`config.mk`:
```
export PLATFORM = sky130hd
export DESIGN_NAME = lnrv_dtcm_ctrl
export DESIGN_NICKNAME = d
export VERILOG_FILES = /design/src/rtl/lnrv_dtcm_ctrl.sv
export SDC_FILE = /design/constraint.sdc
export NUM_CORES = 1
export LEC_CHECK = 0
export CAP_MARGIN = 30
export CORE_ASPECT_RATIO = 1.75
export CORE_MARGIN = 4
export CORE_UTILIZATION = 40
export CTS_BUF_LIST = sky130_fd_sc_hd__clkbuf_16
export DETAILED_ROUTE_END_ITERATION = 12
export GPL_TIMING_DRIVEN = 0
export HOLD_SLACK_MARGIN = 0.12
export PLACE_DENSITY = 0.7
export SYNTH_ARGS = -nofsm -noshare
export SYNTH_HDL_FRONTEND = slang
export SYNTH_SLANG_ARGS = --single-unit
```
`constraint.sdc`:
```
create_clock -name clk -period 2 [get_ports clk]
set_input_delay 0.4 -clock clk [delete_from_list [all_inputs] [get_ports clk]]
set_output_delay 0.4 -clock clk [all_outputs]
set_load 0.1 [all_outputs]
```
`src/rtl/lnrv_dtcm_ctrl.sv`:
```
// DTCM controller: LSU command port to a single-port synchronous SRAM.
// Range and alignment checks, one-cycle SRAM read pipeline, 4-entry in-order response FIFO.
module lnrv_dtcm_ctrl #(
    parameter logic [31:0] BASE_ADDR = 32'h8000_0000,
    parameter int unsigned AW        = 12
) (
    input  logic          clk,
    input  logic          reset_n,

    input  logic          lsu_cmd_vld,
    output logic          lsu_cmd_rdy,
    input  logic          lsu_cmd_write,
    input  logic [31:0]   lsu_cmd_addr,
    input  logic [31:0]   lsu_cmd_wdata,
    input  logic [3:0]    lsu_cmd_wstrb,
    input  logic [2:0]    lsu_cmd_size,

    output logic          lsu_rsp_vld,
    input  logic          lsu_rsp_rdy,
    output logic [31:0]   lsu_rsp_rdata,
    output logic          lsu_rsp_err,

    output logic          sram_cs,
    output logic          sram_we,
    output logic [AW-1:0] sram_addr,
    output logic [3:0]    sram_wem,
    output logic [31:0]   sram_din,
    input  logic [31:0]   sram_dout
);

    typedef struct packed {
        logic        err;
        logic [31:0] data;
    } rsp_t;

    logic       in_win;
    logic       aligned;
    logic       legal;
    logic       cmd_hs;
    logic       sram_acc;

    logic       s1_vld;
    logic       s1_rd;
    logic       s1_err;

    rsp_t       fifo [4];
    logic [1:0] wr_ptr;
    logic [1:0] rd_ptr;
    logic [2:0] fifo_cnt;
    logic       push;
    logic       pop;
    rsp_t       push_ent;

    // BASE_ADDR is window-aligned, so the range check reduces to matching the upper bits.
    assign in_win = (lsu_cmd_addr[31:AW+2] == BASE_ADDR[31:AW+2]);

    always_comb begin
        aligned = 1'b0;
        case (lsu_cmd_size)
            3'd0:    aligned = 1'b1;
            3'd1:    aligned = ~lsu_cmd_addr[0];
            3'd2:    aligned = (lsu_cmd_addr[1:0] == 2'b00);
            default: aligned = 1'b0;
        endcase
    end

    assign legal    = in_win & aligned;
    assign cmd_hs   = lsu_cmd_vld & lsu_cmd_rdy;
    assign sram_acc = cmd_hs & legal & reset_n;

    assign sram_cs   = sram_acc;
    assign sram_we   = sram_acc & lsu_cmd_write;
    assign sram_addr = lsu_cmd_addr[AW+1:2];
    assign sram_wem  = (sram_acc & lsu_cmd_write) ? lsu_cmd_wstrb : 4'h0;
    assign sram_din  = lsu_cmd_wdata;

    // Counting s1 as occupied reserves its FIFO slot, so ready never looks at lsu_rsp_rdy.
    assign lsu_cmd_rdy = ((fifo_cnt + 3'(s1_vld)) < 3'd4);

    always_ff @(posedge clk or negedge reset_n) begin
        if (!reset_n) begin
            s1_vld <= 1'b0;
            s1_rd  <= 1'b0;
            s1_err <= 1'b0;
        end else begin
            s1_vld <= cmd_hs;
            s1_rd  <= cmd_hs & ~lsu_cmd_write;
            s1_err <= cmd_hs & ~legal;
        end
    end

    assign push = s1_vld;
    assign pop  = lsu_rsp_vld & lsu_rsp_rdy;

    always_comb begin
        push_ent.err  = s1_err;
        push_ent.data = (s1_rd & ~s1_err) ? sram_dout : '0;
    end

    always_ff @(posedge clk or negedge reset_n) begin
        if (!reset_n) begin
            for (int unsigned i = 0; i < 4; i++) begin
                fifo[i] <= '0;
            end
            wr_ptr   <= '0;
            rd_ptr   <= '0;
            fifo_cnt <= '0;
        end else begin
            if (push) begin
                fifo[wr_ptr] <= push_ent;
                wr_ptr       <= wr_ptr + 2'd1;
            end
            if (pop) begin
                rd_ptr <= rd_ptr + 2'd1;
            end
            case ({push, pop})
                2'b10:   fifo_cnt <= fifo_cnt + 3'd1;
                2'b01:   fifo_cnt <= fifo_cnt - 3'd1;
                default: fifo_cnt <= fifo_cnt;
            endcase
        end
    end

    assign lsu_rsp_vld   = (fifo_cnt != 3'd0);
    assign lsu_rsp_rdata = fifo[rd_ptr].data;
    assign lsu_rsp_err   = fifo[rd_ptr].err;

endmodule

```
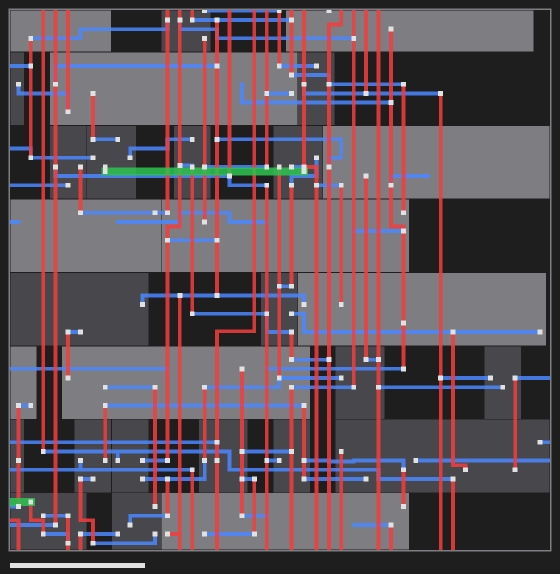
(run_1/detail.png)
Bar = 5 um. Window x 68 to 88, y 123 to 143 um. Cells in gray, sequential cells in the stronger gray; small squares are vias.
Key: green = metal 3; red = metal 2; blue = metal 1
Netlist names of flops here include fifo (8). Sequential cells in the window: 8. 24 logic cells have their middle in the window. Most frequent: nand2_1 (8), dfrtp_1 (8), o21ai_0 (6).

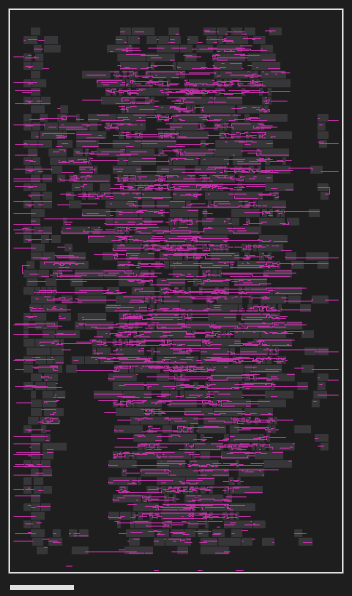
(run_1/layer_met1.png)
Bar = 20 um. Cells faint in the background.
790 nets have wire on it. The layer holds 34% of the routed length. The layer carries 6640 um of wire. The wires run mostly horizontal. The longest straight run is 30.8 um.

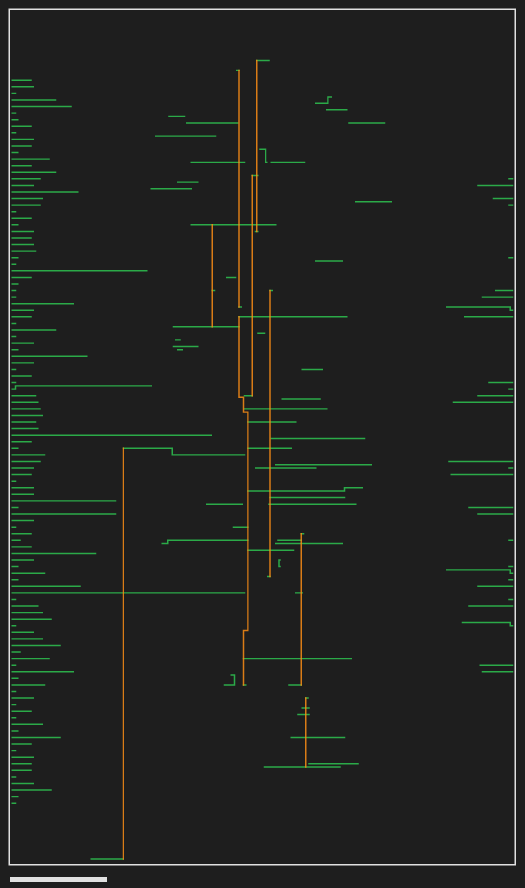
(run_1/wires.png)
Bar = 20 um. Only two layers are drawn.
Key: orange = metal 4 [wire length 420 um]; green = metal 3 [wire length 1300 um]

==> impl_metrics.yaml, run 1 <==
# physical design summary
critical_path:
  worstSetupEndpoint: "lsu_rsp_rdata[28]"
  cp_cell_sequence: "buf_12, buf_12, mux4_2, buf_12"
  crit_arrival_ns: 1.88
power:
  internal-power_uw: 9320
  clockPowerShare_pct: 17.9
  p_seq_share_pct: 27.3
clock_tree:
  cts_resized: 375
  cts_made_buffers: 17
final_layout:
  num-multi-input-gates: 377
  clock_area_share_pct: 6.40
  dominant_cells: "flip-flops and latches"
  nonClockBufferCount: 247
final_timing:
  whs_ns: -0.0428
  setup_viol: 39
  final_hold_viol_count: 43
  finalWorstSetupSlack_ns: -0.275
placement:
  dp.cells: 949
  portBuffers: 148
drt:
  wl_met3_um: 1300
outcome:
  violations: "negative hold slack, negative setup slack"
  outcome: "finished with violations"
die:
  core_mm2: 0.0160
  fp-row-count: 61
synth:
  avgSynthCellArea_um2: 10.6
  ys_seq_share_pct: 54.6
  top_area_share_pct: 54.6
  synth.most_common_cell: "nand2_1"
  area_leaders: "dfrtp_1 (55%), mux4_2 (11%), nand2_1 (9.7%)"
global_route:
  grt_use_met2_pct: 40.7
==> run 2, diff against run 1 <==
--- a/config.mk
+++ b/config.mk
@@ -14,6 +14,7 @@
 export GPL_TIMING_DRIVEN = 0
 export HOLD_SLACK_MARGIN = 0.12
 export PLACE_DENSITY = 0.7
+export SLEW_MARGIN = 25
 export SYNTH_ARGS = -nofsm -noshare
 export SYNTH_HDL_FRONTEND = slang
 export SYNTH_SLANG_ARGS = --single-unit
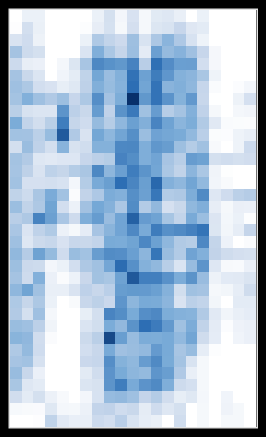
(run_2/metal_density.png)
21 x 35 tiles, from white (low) to dark blue (high), scaled to the fullest tile. Values are wire area over tile area, all layers added.
15% of the tiles are nearly empty. The fullest tile reaches 0.61. The mean over all tiles is 0.17. The emptiest ninth of the die: lower right.

==> impl_metrics.yaml, run 2 <==
# physical design summary
outcome:
  outcome: "finished with violations"
  violations: "negative hold slack, negative setup slack"
final_timing:
  final_hold_viol_count: 75
  finalWorstSetupSlack_ns: -0.276
  setup_viol: 39
  maxSlewHeadroom_pct: 34.0
  tightest_slew_ns: 0.994
  whs_ns: -0.109
critical_path:
  worstSetupEndpoint: "lsu_rsp_rdata[27]"
  crit_arrival_ns: 1.88
  cp_cell_sequence: "buf_12, buf_12, mux4_2, buf_12"
  path_class: "reg2out"
synth:
  synth.most_common_cell: "nand2_1"
  area_leaders: "dfrtp_1 (55%), mux4_2 (11%), nand2_1 (9.7%)"
  avgSynthCellArea_um2: 10.6
  ys_sh_xor_pct: 0.942
  top_area_share_pct: 54.6
  synth-adder-area-share_pct: 1.27
  ys_seq_share_pct: 54.6
  edf_count: 0
die:
  fp-row-count: 61
  core_mm2: 0.0160
final_layout:
  clock_area_share_pct: 6.37
  dominant_cells: "flip-flops and latches"
  comb_area_mm2: 0.00262
  final_area_mm2: 0.00941
  num-multi-input-gates: 377
  buffer_area_share_pct: 25.2
  non_clock_inverter_count: 8
  nonClockBufferCount: 250
  fin_nets: 910
drt:
  wl_met3_um: 1260
  num_vias: 5384
  ant_nets: 0
  routed.top_layer: "met4"
placement:
  portBuffers: 148
  dp.cells: 949
clock_tree:
  ctsHtreeMaxLevel: 4
  cts_resized: 368
  cts_made_buffers: 17
  clk_pin_slew_ns: 0.06
  cts.path.max_buffers: 2
power:
  p_seq_share_pct: 27.2
  internal-power_uw: 9330
  clockPowerShare_pct: 18.0
  irDropWorstVdd_v: 0.000969
global_route:
  grt_use_met2_pct: 40.0
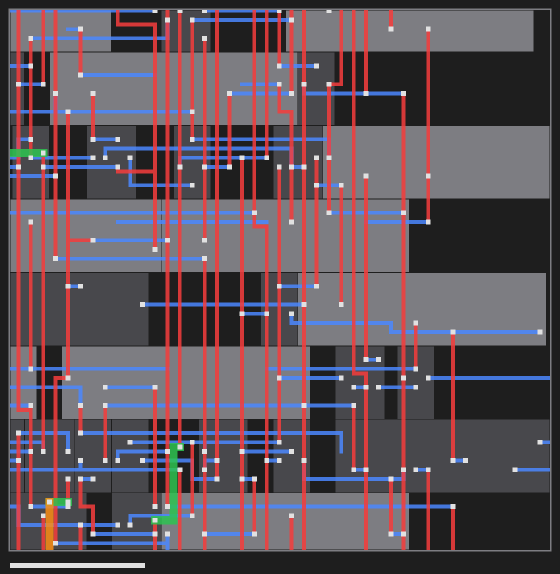
(run_2/detail.png)
Bar = 5 um. Window x 68 to 88, y 123 to 143 um. Cells in gray, sequential cells in the stronger gray; small squares are vias.
Key: blue = metal 1; green = metal 3; orange = metal 4; red = metal 2
Netlist names of flops here include fifo (8). 25 logic cells have their middle in the window. Sequential cells in the window: 8. Most frequent: nand2_1 (8), dfrtp_1 (8), o21ai_0 (7).

==> run 3, diff against run 2 <==
--- a/config.mk
+++ b/config.mk
@@ -8,12 +8,12 @@
 export CAP_MARGIN = 30
 export CORE_ASPECT_RATIO = 1.75
 export CORE_MARGIN = 4
-export CORE_UTILIZATION = 40
+export CORE_UTILIZATION = 48
 export CTS_BUF_LIST = sky130_fd_sc_hd__clkbuf_16
 export DETAILED_ROUTE_END_ITERATION = 12
 export GPL_TIMING_DRIVEN = 0
 export HOLD_SLACK_MARGIN = 0.12
-export PLACE_DENSITY = 0.7
+export PLACE_DENSITY = 0.85
 export SLEW_MARGIN = 25
 export SYNTH_ARGS = -nofsm -noshare
 export SYNTH_HDL_FRONTEND = slang
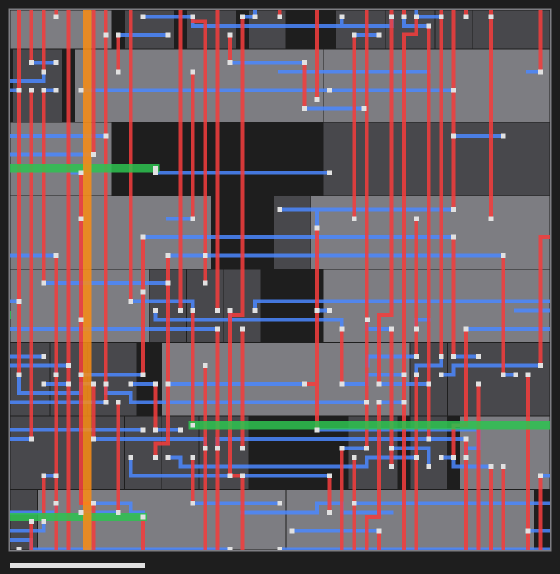
(run_3/detail.png)
Bar = 5 um. Window x 62 to 82, y 112 to 132 um. Cells in gray, sequential cells in the stronger gray; small squares are vias.
Key: red = metal 2; orange = metal 4; green = metal 3; blue = metal 1
31 logic cells have their middle in the window. Most frequent: nand2_1 (11), o21ai_0 (9), dfrtp_1 (9). Netlist names of flops here include fifo (9). Sequential cells in the window: 9.

==> impl_metrics.yaml, run 3 <==
# physical design summary
placement:
  portBuffers: 148
  dp.cells: 934
power:
  p_seq_share_pct: 27.5
  internal-power_uw: 9300
  power_frac_comb_pct: 56.8
final_layout:
  num-multi-input-gates: 377
  clock_area_share_pct: 5.42
  final_area_mm2: 0.00953
  buffer_area_share_pct: 27.1
  dominant_cells: "flip-flops and latches"
  fin_nets: 921
  comb_area_mm2: 0.00262
final_timing:
  final_hold_viol_count: 77
  finalWorstSetupSlack_ns: -0.336
  tightest_slew_ns: 1.00
  setup_viol: 40
  whs_ns: -0.0927
synth:
  synth-adder-area-share_pct: 1.27
  ys_sh_xor_pct: 0.942
  ys_seq_share_pct: 54.6
  area_leaders: "dfrtp_1 (55%), mux4_2 (11%), nand2_1 (9.7%)"
  avgSynthCellArea_um2: 10.6
critical_path:
  path_class: "reg2out"
  crit_arrival_ns: 1.94
  cp_cell_sequence: "buf_6, buf_12, buf_12, mux4_2, buf_12"
  endpoint_kind: "primary output"
  worstSetupEndpoint: "lsu_rsp_rdata[27]"
outcome:
  outcome: "finished with violations"
  violations: "negative hold slack, negative setup slack"
die:
  core_mm2: 0.0134
  fp-row-count: 56
global_route:
  grt_use_met2_pct: 46.0
drt:
  num_vias: 5538
  ant_nets: 0
  wl_met3_um: 1440
clock_tree:
  cts_resized: 407
  cts_made_buffers: 17
  clk_pin_slew_ns: 0.06
  cts.path.max_buffers: 2
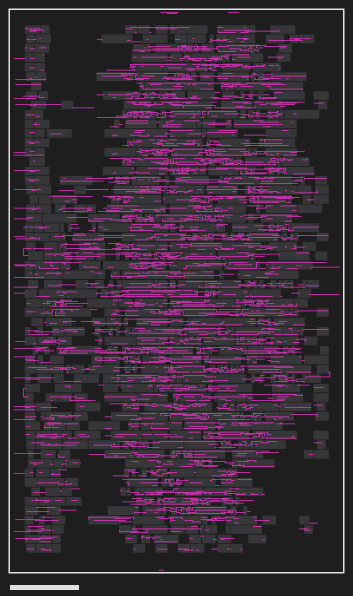
(run_3/layer_met1.png)
Bar = 20 um. Cells faint in the background.
The layer holds 33% of the routed length. The wires run mostly horizontal. The longest straight run is 29.0 um. The layer carries 6450 um of wire. 799 nets have wire on it.


==> notes/layouts.md <==
Pictures saved along the way, in no particular order.

Track usage over the die.
picture 1
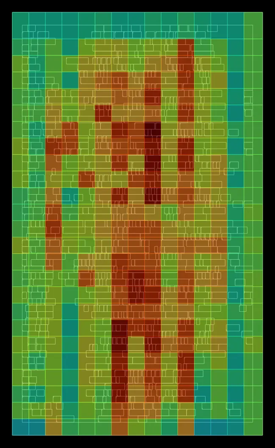
picture 2
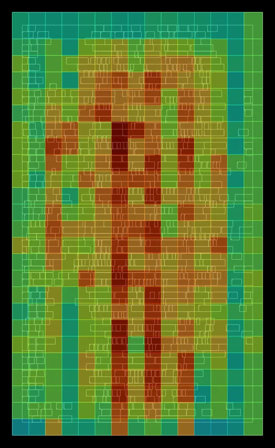
picture 3
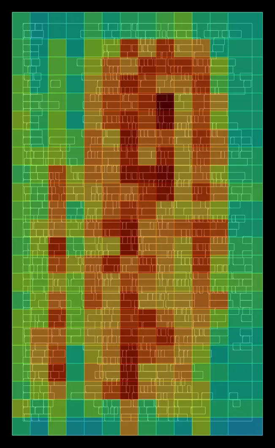
Of these, highest track usage: picture 3
Picture 1 comes from run 2.
Picture 2 comes from run 1.
Picture 3 comes from run 3.

Power and IR drop assume default switching activity.
